===== src/rtl/qmca_pkg.sv =====
// QMCA ADC receiver shared definitions.
// States, default frame geometry and width helper.
package qmca_pkg;

   typedef enum logic [1:0] {
      IDLE,
      SEARCH,
      SHIFT
   } state_t;

   localparam int QMCA_ADC_BITS  = 16;
   localparam int QMCA_ADC_WIDTH = 14;

   function automatic int cnt_width(input int n);
      return (n > 1) ? $clog2(n) : 1;
   endfunction

endpackage


===== src/rtl/qmca_sync2.sv =====
// Two-flop synchronizer for asynchronous level inputs.
// Clears to 0 on reset.
module qmca_sync2 (
   input  logic clk,
   input  logic rst_n,
   input  logic d,
   output logic q
);

   logic meta;

   // two-stage metastability filter
   always_ff @(posedge clk or negedge rst_n) begin
      if (!rst_n) begin
         meta <= 1'b0;
         q    <= 1'b0;
      end else begin
         meta <= d;
         q    <= meta;
      end
   end

endmodule


===== src/rtl/qmca_adc_deser.sv =====
// Serial ADC frame deserializer framed by ADC_ENC.
// Emits one sample per good frame with alignment and error status.
module qmca_adc_deser
   import qmca_pkg::*;
#(
   parameter int BITS_PER_FRAME = QMCA_ADC_BITS,
   parameter int DATA_WIDTH     = QMCA_ADC_WIDTH,
   parameter int GOOD_FRAMES    = 4,
   parameter int ERR_CNT_WIDTH  = 16
) (
   input  logic                     ADC_CLK,
   input  logic                     RST_N,
   input  logic                     LOCKED,
   input  logic                     ENABLE,
   input  logic                     ADC_ENC,
   input  logic                     ADC_DIN,
   input  logic                     CLR_ERR,
   output logic [DATA_WIDTH-1:0]    DATA_OUT,
   output logic                     DATA_VALID,
   output logic                     ALIGNED,
   output logic [ERR_CNT_WIDTH-1:0] FRAME_ERR_CNT
);

   localparam int CW = cnt_width(BITS_PER_FRAME);
   localparam int GW = cnt_width(GOOD_FRAMES + 1);
   localparam logic [CW-1:0] LAST = CW'(BITS_PER_FRAME - 1);
   localparam logic [GW-1:0] GOOD_MAX = GW'(GOOD_FRAMES);

   state_t state;
   state_t state_nxt;

   logic lock_s;
   logic enc_d;
   logic rise;
   logic run;
   logic good_frame;
   logic early;
   logic missing;
   logic pend;

   logic [BITS_PER_FRAME-1:0] sr;
   logic [CW-1:0]             cnt;
   logic [GW-1:0]             good_cnt;
   logic [DATA_WIDTH-1:0]     hold;

   qmca_sync2 u_lock_sync (
      .clk  (ADC_CLK),
      .rst_n(RST_N),
      .d    (LOCKED),
      .q    (lock_s)
   );

   assign rise = ADC_ENC & ~enc_d;
   assign run  = lock_s & ENABLE;

   // state register
   always_ff @(posedge ADC_CLK or negedge RST_N) begin
      if (!RST_N) state <= IDLE;
      else        state <= state_nxt;
   end

   // framing decisions and next state
   always_comb begin
      state_nxt  = state;
      good_frame = 1'b0;
      early      = 1'b0;
      missing    = 1'b0;
      if (!run) begin
         state_nxt = IDLE;
      end else begin
         unique case (state)
            IDLE: state_nxt = SEARCH;
            SEARCH: begin
               if (rise) state_nxt = SHIFT;
            end
            SHIFT: begin
               if (rise) begin
                  if (cnt == LAST) good_frame = 1'b1;
                  else             early      = 1'b1;
               end else if (cnt == LAST) begin
                  missing   = 1'b1;
                  state_nxt = SEARCH;
               end
            end
            default: state_nxt = IDLE;
         endcase
      end
   end

   // encode edge history and serial capture, MSB first
   always_ff @(posedge ADC_CLK or negedge RST_N) begin
      if (!RST_N) begin
         enc_d <= 1'b0;
         sr    <= '0;
      end else begin
         enc_d <= ADC_ENC;
         sr    <= {sr[BITS_PER_FRAME-2:0], ADC_DIN};
      end
   end

   // bit position within the frame; held while idle
   always_ff @(posedge ADC_CLK or negedge RST_N) begin
      if (!RST_N) begin
         cnt <= '0;
      end else if (run && state != IDLE) begin
         if (rise)                cnt <= '0;
         else if (state == SHIFT) cnt <= cnt + CW'(1);
      end
   end

   // sample output, strobe and alignment tracking
   always_ff @(posedge ADC_CLK or negedge RST_N) begin
      if (!RST_N) begin
         DATA_OUT   <= '0;
         DATA_VALID <= 1'b0;
         ALIGNED    <= 1'b0;
         pend       <= 1'b0;
         hold       <= '0;
         good_cnt   <= '0;
      end else if (!run) begin
         DATA_VALID <= 1'b0;
         ALIGNED    <= 1'b0;
         pend       <= 1'b0;
         good_cnt   <= '0;
      end else begin
         DATA_VALID <= pend;
         pend       <= good_frame;
         if (good_frame) begin
            hold <= sr[BITS_PER_FRAME-1 -: DATA_WIDTH];
            if (good_cnt != GOOD_MAX) good_cnt <= good_cnt + GW'(1);
         end
         if (early || missing) begin
            good_cnt <= '0;
            ALIGNED  <= 1'b0;
         end else if (pend) begin
            DATA_OUT <= hold;
            ALIGNED  <= (good_cnt == GOOD_MAX);
         end
      end
   end

   // saturating framing-error count; clear has priority
   always_ff @(posedge ADC_CLK or negedge RST_N) begin
      if (!RST_N) begin
         FRAME_ERR_CNT <= '0;
      end else if (CLR_ERR) begin
         FRAME_ERR_CNT <= '0;
      end else if ((early || missing) && FRAME_ERR_CNT != '1) begin
         FRAME_ERR_CNT <= FRAME_ERR_CNT + ERR_CNT_WIDTH'(1);
      end
   end

endmodule

===== config.mk =====
export PLATFORM = sky130hd
export DESIGN_NAME = qmca_adc_deser
export DESIGN_NICKNAME = d
export VERILOG_FILES = /design/src/rtl/qmca_pkg.sv /design/src/rtl/qmca_sync2.sv /design/src/rtl/qmca_adc_deser.sv
export SDC_FILE = /design/constraint.sdc
export NUM_CORES = 1
export LEC_CHECK = 0
export CELL_PAD_IN_SITES_DETAIL_PLACEMENT = 1
export CELL_PAD_IN_SITES_GLOBAL_PLACEMENT = 1
export CORE_MARGIN = 5
export CORE_UTILIZATION = 46
export CTS_BUF_LIST = sky130_fd_sc_hd__clkbuf_8
export DETAILED_ROUTE_END_ITERATION = 10
export PLACE_DENSITY = 0.78
export SKIP_LAST_GASP = 1
export SLEW_MARGIN = 20
export SYNTH_ARGS = -nofsm -noshare
export SYNTH_HDL_FRONTEND = slang
export SYNTH_SLANG_ARGS = --single-unit

===== constraint.sdc =====
create_clock -name ADC_CLK -period 3.1 [get_ports ADC_CLK]
set_clock_uncertainty 0.2 [all_clocks]
set_input_delay 0.775 -clock ADC_CLK [delete_from_list [all_inputs] [get_ports ADC_CLK]]
set_output_delay 0.775 -clock ADC_CLK [all_outputs]
set_load 0.03 [all_outputs]

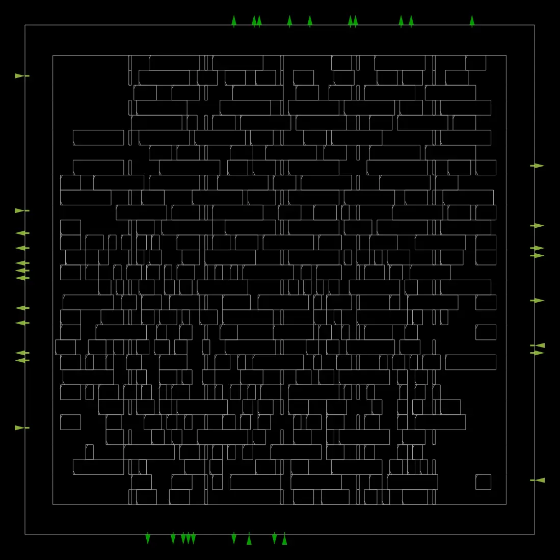
Figure 1: run 1, placement view.
Layout Cells excl Fill: 385
final sequential cell count: 75
standard-cell rows: 30

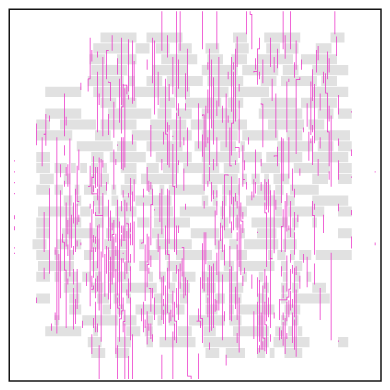
Figure 2: run 1, signal wires on met2.
Scale: 4 px per µm.
- longest straight run: 49.0 µm
- share of all routed wire: 50%

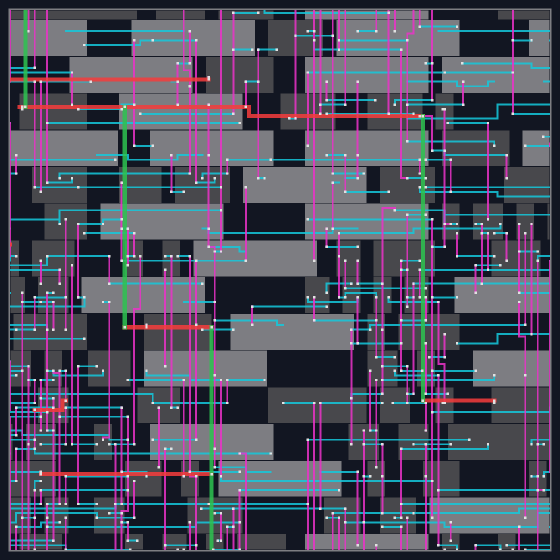
Figure 3: run 1, a small window of the routed layout.
Window x 26 to 66, y 26 to 66 µm. Cells in gray, sequential cells in the stronger gray; small squares are vias.
- green: metal 4
- cyan: metal 1
- magenta: metal 2
- red: metal 3
- most frequent: dfrtp_1 (22), nand2_1 (8), clkbuf_8 (7)
- sequential cells in the window: 22
- netlist names of flops here include: FRAME_ERR_CNT (6), hold (4), sr (4)
- cells with their middle in the window: 80

==> results.md, run 1 <==
| Parameter | Reported | Unit |
| --- | --- | --- |
| Final Wtd Congestion | 0.8177 | - |
| Synthesized netlist net count | 266 | - |
| Drt first-iter violations | 92 | - |
| Top-count cell post-synth | dfrtp_1 | - |
| Initial antenna violation count | 0 | - |
| Gate Area | 1157 | µm² |
| Max-capacitance violation count | 0 | - |
| Total met3 wirelength after detailed routing | 193 | µm |
| Outcome | finished, final reports clean | - |
| Synthesized cell area | 3134 | µm² |
| Dominant power group | registers | - |
| Most common library cell in the layout ignoring fill and taps | dfrtp_1 | - |
| Hold EP | sr[2] | - |
| Drt pass-1 iters | 4 | - |
| Count of final setup violators | 0 | - |
| Startpoint type of the worst setup path | primary input | - |
| Vias in the first global route | 2,237 | - |
| Layout buffer count excluding clock buffers | 44 | - |
| # clock sinks | 75 | - |
| Prevailing logic family in the synthesized netlist | simple AND/OR/NAND/NOR gates | - |
| Pin slew with the least headroom to its limit | 0.9275 | ns |
| Power Internal | 1485 | µW |
| Cell total after placement | 369 | - |
| Number of primary I/O pins | 39 | - |
| Post-cts sizing count | 0 | - |
| Worst hold path type | flop to flop | - |
| Layout Nets | 311 | - |
| Switching pwr | 451.5 | µW |
| Relative area change from synthesis to final layout | 22.71 | % |
| Async set-or-reset flop fraction in the synthesized netlist | 1.000 | - |
| Top area cells in the synthesized netlist | dfrtp_1 (60%), mux2_2 (11%), xnor2_1 (2.2%), nor2_1 (2.2%), nand3_1 (1.9%) | - |
| Portion of total power attributed to the clock network | 0.433 | - |
| Share of power burned in registers | 0.521 | - |
| Root buf cell | clkbuf_8 | - |
| Cell count listed in synth_stat.txt | 255 | - |
| Total wire length after detailed routing | 6488 | µm |
| Reg-to-reg setup timing slack | 0.73 | ns |
| DRC Markers | 0 | - |
| Power Total | 1937 | µW |
| TritonCTS Buffers | 9 | - |
| Fraction of met3 tracks used by global routing | 0.03899 | - |
| Core Util, Final | 0.5724 | - |
| CTS Buffer Depth | 2 | - |
| Worst slack at placement | 0.1381 | ns |
| AO/OA Area Share | 0.05709 | - |
| Number of max-slew violations in the final report | 0 | - |
| Ratio of total power to cell area | 503.5 | nW/µm² |
| Count of endpoints failing hold in the final timing report | 0 | - |
| Vertical die dimension | 92.55 | µm |
| Clock net power | 838 | µW |
| Combinational gate power | 88.7 | µW |
| Depth of the worst hold-timing path | 0 | - |
| Number of well-tap cells placed | 80 | - |
| Max stage delay cell, worst path | clkdlybuf4s50_1 | - |
| Max IR drop VDD | 0.2297 | mV |
| Gr busiest metal | met2 | - |
| Number of I/O port buffers | 38 | - |
| Synthesis-stage register bit count | 75 | - |
| Crit path kind | primary input to flop | - |
| H-tree depth | 3 | - |
| Instance area at placement | 3623 | µm² |
| Post-route cell area | 3846 | µm² |
| Synthesized instance count | 255 | - |
| Number of nets with antenna violations after routing | 0 | - |
==> run 1 -> run 2 <==
Settings changed: CORE_UTILIZATION 46 to 42, PLACE_DENSITY 0.78 to 0.75.
Clock period 3.1 ns to 2.28 ns, I/O delays scaled along.
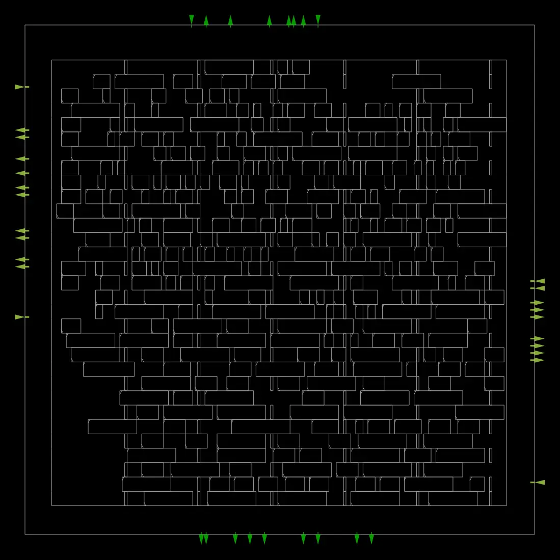
Figure 4: run 2, placement view.
Layout Cells excl Fill: 417
core outline area: 7253 µm²

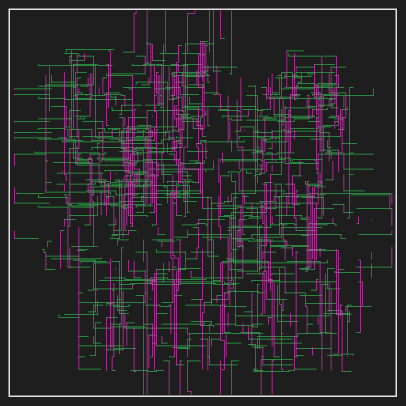
Figure 5: run 2, metal layers overlaid.
Scale: 4 px per µm. Two of the layers only.
- green: metal 1 (wire length 3,060 µm)
- magenta: metal 2 (wire length 3,620 µm)

==> run 2 against run 1 <==
Effect of this change: power up 35%; sequential cell count unchanged; combinational power is 72% higher; global-route usage is 1.2 points higher; core utilization decreased by 1.9 points; synthesized area unchanged; count of clock-buffer cells in the layout up 1; first-iteration DRC count fell by 13%; setup slack lost 0.43 ns; largest cell class unchanged; critical path type is now flop to output port; cell count up 8.3%; sequential share of layout area shrank 2.0 points; largest power group unchanged; die size up 8.5%.
==> results.md, run 2 <==
| Parameter | Reported | Unit |
| --- | --- | --- |
| Ratio of total power to cell area | 649.8 | nW/µm² |
| Max stage delay cell, worst path | clkdlybuf4s50_1 | - |
| Total wire length after detailed routing | 7065 | µm |
| Async set-or-reset flop fraction in the synthesized netlist | 1.000 | - |
| Final Wtd Congestion | 0.8408 | - |
| Share of total power consumed by net switching | 0.2465 | - |
| Sequential portion of the cell area | 0.4680 | - |
| Most common library cell in the layout ignoring fill and taps | dfrtp_1 | - |
| Count of final setup violators | 0 | - |
| Relative area change from synthesis to final layout | 28.02 | % |
| Portion of total power attributed to the clock network | 0.415 | - |
| Instance area at placement | 3756 | µm² |
| Gate Area | 1199 | µm² |
| Layout buffer count excluding clock buffers | 57 | - |
| Drt pass-1 iters | 4 | - |
| H-tree depth | 3 | - |
| Dominant power group | registers | - |
| Count of endpoints failing hold in the final timing report | 0 | - |
| Final sequential cell count | 75 | - |
| Synthesis-stage register bit count | 75 | - |
| Power Total | 2607 | µW |
| Number of nets with antenna violations after routing | 0 | - |
| Max-capacitance violation count | 0 | - |
| Worst slack at placement | -0.4426 | ns |
| Power Internal | 1965 | µW |
| Share of power burned in registers | 0.526 | - |
| Number of primary I/O pins | 39 | - |
| Crit path kind | flop to output port | - |
| Combinational gate power | 153 | µW |
| Post-cts sizing count | 12 | - |
| Outcome | finished, final reports clean | - |
| Synthesized netlist net count | 266 | - |
| Clock net power | 1080 | µW |
| TritonCTS Buffers | 9 | - |
| Fraction of met3 tracks used by global routing | 0.05732 | - |
| Layout Nets | 324 | - |
| Standard-cell rows | 31 | - |
| # clock sinks | 75 | - |
| Root buf cell | clkbuf_8 | - |
| Reg-to-reg setup timing slack | 0.09 | ns |
| Top area cells in the synthesized netlist | dfrtp_1 (60%), mux2_2 (11%), xnor2_1 (2.2%), nor2_1 (2.2%), nand3_1 (1.9%) | - |
| Largest stage delay, worst path | 0.69 | ns |
| Worst hold path type | primary input to asynchronous set/reset pin | - |
| Number of max-slew violations in the final report | 0 | - |
| Top routing layer used | met4 | - |
| Required time of the critical path | 1.51 | ns |
| Prevailing logic family in the synthesized netlist | simple AND/OR/NAND/NOR gates | - |
| Number of I/O port buffers | 38 | - |
| Switching pwr | 642.6 | µW |
| Pin slew with the least headroom to its limit | 0.6330 | ns |
| Vias in the first global route | 2,500 | - |
| Startpoint type of the worst setup path | flop | - |
| CTS Hold Buffers Added | 0 | - |
| AO/OA Area Share | 0.05709 | - |
| Drt first-iter violations | 80 | - |
| Endpoint of the most critical setup path | FRAME_ERR_CNT[10] | - |
| Synthesized cell area | 3134 | µm² |
| Max IR drop VDD | 0.3401 | mV |
| Portion of the layout cell area used by clock cells | 0.05207 | - |
| Cell count listed in synth_stat.txt | 255 | - |
| Total met3 wirelength after detailed routing | 252 | µm |
| Synthesized instance count | 255 | - |
| Crit Reg-Reg Endpoint | FRAME_ERR_CNT[7] | - |
| Overflow after GRT | 0 | - |
| DRC Markers | 0 | - |
| Number of well-tap cells placed | 99 | - |
| Top-count cell post-synth | dfrtp_1 | - |
==> run 2 -> run 3 <==
Settings changed: HOLD_SLACK_MARGIN set to 0.03.
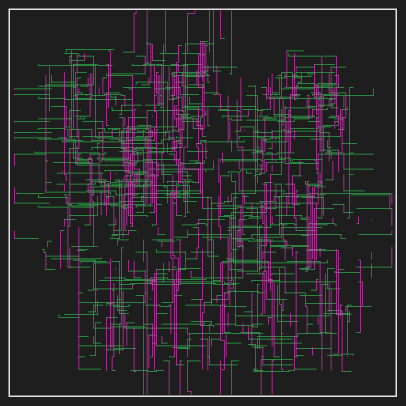
Figure 6: run 3, metal layers overlaid.
Scale: 4 px per µm. Two of the layers only.
- magenta: metal 2 (wire length 3,620 µm)
- green: metal 1 (wire length 3,060 µm)

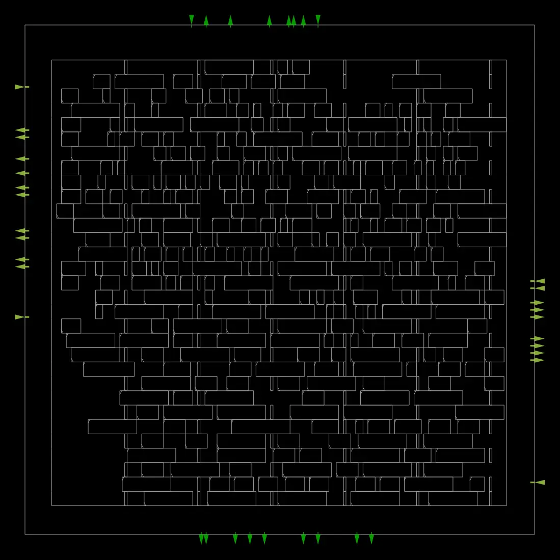
Figure 7: run 3, placement view.
count of fill cells added during filler insertion: 756
Core Util, Final: 0.5532
sequential portion of the cell area: 0.4680
standard-cell rows: 31
number of well-tap cells placed: 99

==> run 3 against run 2 <==
Effect of this change: clock power about the same; critical path type unchanged; critical endpoint unchanged; sequential share of layout area unchanged; core utilization unchanged; cell count unchanged; largest cell class unchanged; setup slack unchanged; critical path depth unchanged.
==> results.md, run 3 <==
| Parameter | Reported | Unit |
| --- | --- | --- |
| H-tree depth | 3 | - |
| Worst hold path type | primary input to asynchronous set/reset pin | - |
| Endpoint of the most critical setup path | FRAME_ERR_CNT[10] | - |
| Required time of the critical path | 1.51 | ns |
| DRC Markers | 0 | - |
| Top-count cell post-synth | dfrtp_1 | - |
| Drt first-iter violations | 80 | - |
| Reg-to-reg setup timing slack | 0.09 | ns |
| Total met3 wirelength after detailed routing | 252 | µm |
| Crit Reg-Reg Endpoint | FRAME_ERR_CNT[7] | - |
| Top routing layer used | met4 | - |
| Clock net power | 1080 | µW |
| Largest stage delay, worst path | 0.69 | ns |
| Share of total power consumed by net switching | 0.2465 | - |
| Async set-or-reset flop fraction in the synthesized netlist | 1.000 | - |
| Core outline area | 7253 | µm² |
| Layout Cells excl Fill | 417 | - |
| Post-route cell area | 4013 | µm² |
| Startpoint type of the worst setup path | flop | - |
| Initial antenna violation count | 0 | - |
| Power Total | 2607 | µW |
| Max IR drop VDD | 0.3401 | mV |
| Layout Nets | 324 | - |
| Cell count listed in synth_stat.txt | 255 | - |
| Gr busiest metal | met2 | - |
| Portion of the layout cell area used by clock cells | 0.05207 | - |
| Layout buffer count excluding clock buffers | 57 | - |
| Number of nets with antenna violations after routing | 0 | - |
| CTS Hold Buffers Added | 0 | - |
| Count of endpoints failing hold in the final timing report | 0 | - |
| Vertical die dimension | 96.39 | µm |
| Crit path kind | flop to output port | - |
| Power Internal | 1965 | µW |
| Ratio of total power to cell area | 649.8 | nW/µm² |
| Final sequential cell count | 75 | - |
| Final Wtd Congestion | 0.8408 | - |
| Overflow after GRT | 0 | - |
| AO/OA Area Share | 0.05709 | - |
| Number of max-slew violations in the final report | 0 | - |
| Most common library cell in the layout ignoring fill and taps | dfrtp_1 | - |
| Fraction of met3 tracks used by global routing | 0.05732 | - |
| Top area cells in the synthesized netlist | dfrtp_1 (60%), mux2_2 (11%), xnor2_1 (2.2%), nor2_1 (2.2%), nand3_1 (1.9%) | - |
| Max-capacitance violation count | 0 | - |
| CTS Buffer Depth | 2 | - |
| Post-cts sizing count | 12 | - |
| Count of final setup violators | 0 | - |
| Pin slew with the least headroom to its limit | 0.6330 | ns |
| Worst slack at placement | -0.4426 | ns |
| Number of primary I/O pins | 39 | - |
| Synthesized cell area | 3134 | µm² |
| Outcome | finished, final reports clean | - |
| Share of power burned in registers | 0.526 | - |
| Root buf cell | clkbuf_8 | - |
| Drt pass-1 iters | 4 | - |
| Relative area change from synthesis to final layout | 28.02 | % |
| Synthesized instance count | 255 | - |
| Switching pwr | 642.6 | µW |
| Dominant power group | registers | - |
| Instance area at placement | 3756 | µm² |

==> notes/layouts.md <==
Pictures saved along the way, in no particular order.

Ports around the boundary.
Scale: 4 px per µm. Pins as bars across the die edge, other pins in gray.
Plate I
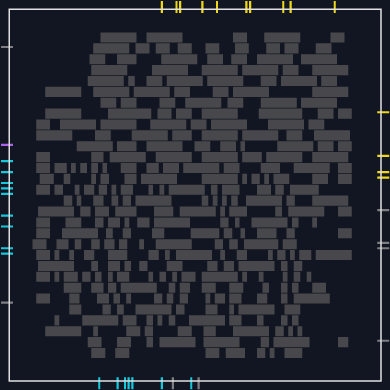
Plate II
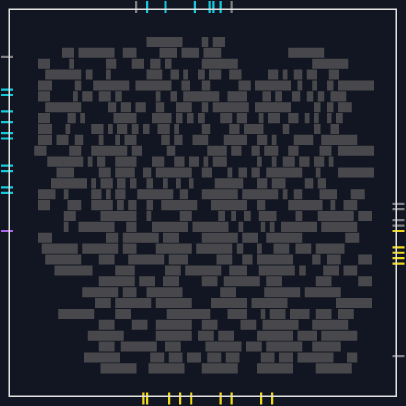
run 1 -> Plate I
run 2 -> Plate II

Power figures rest on the tool's default switching activity, not on a simulated workload.
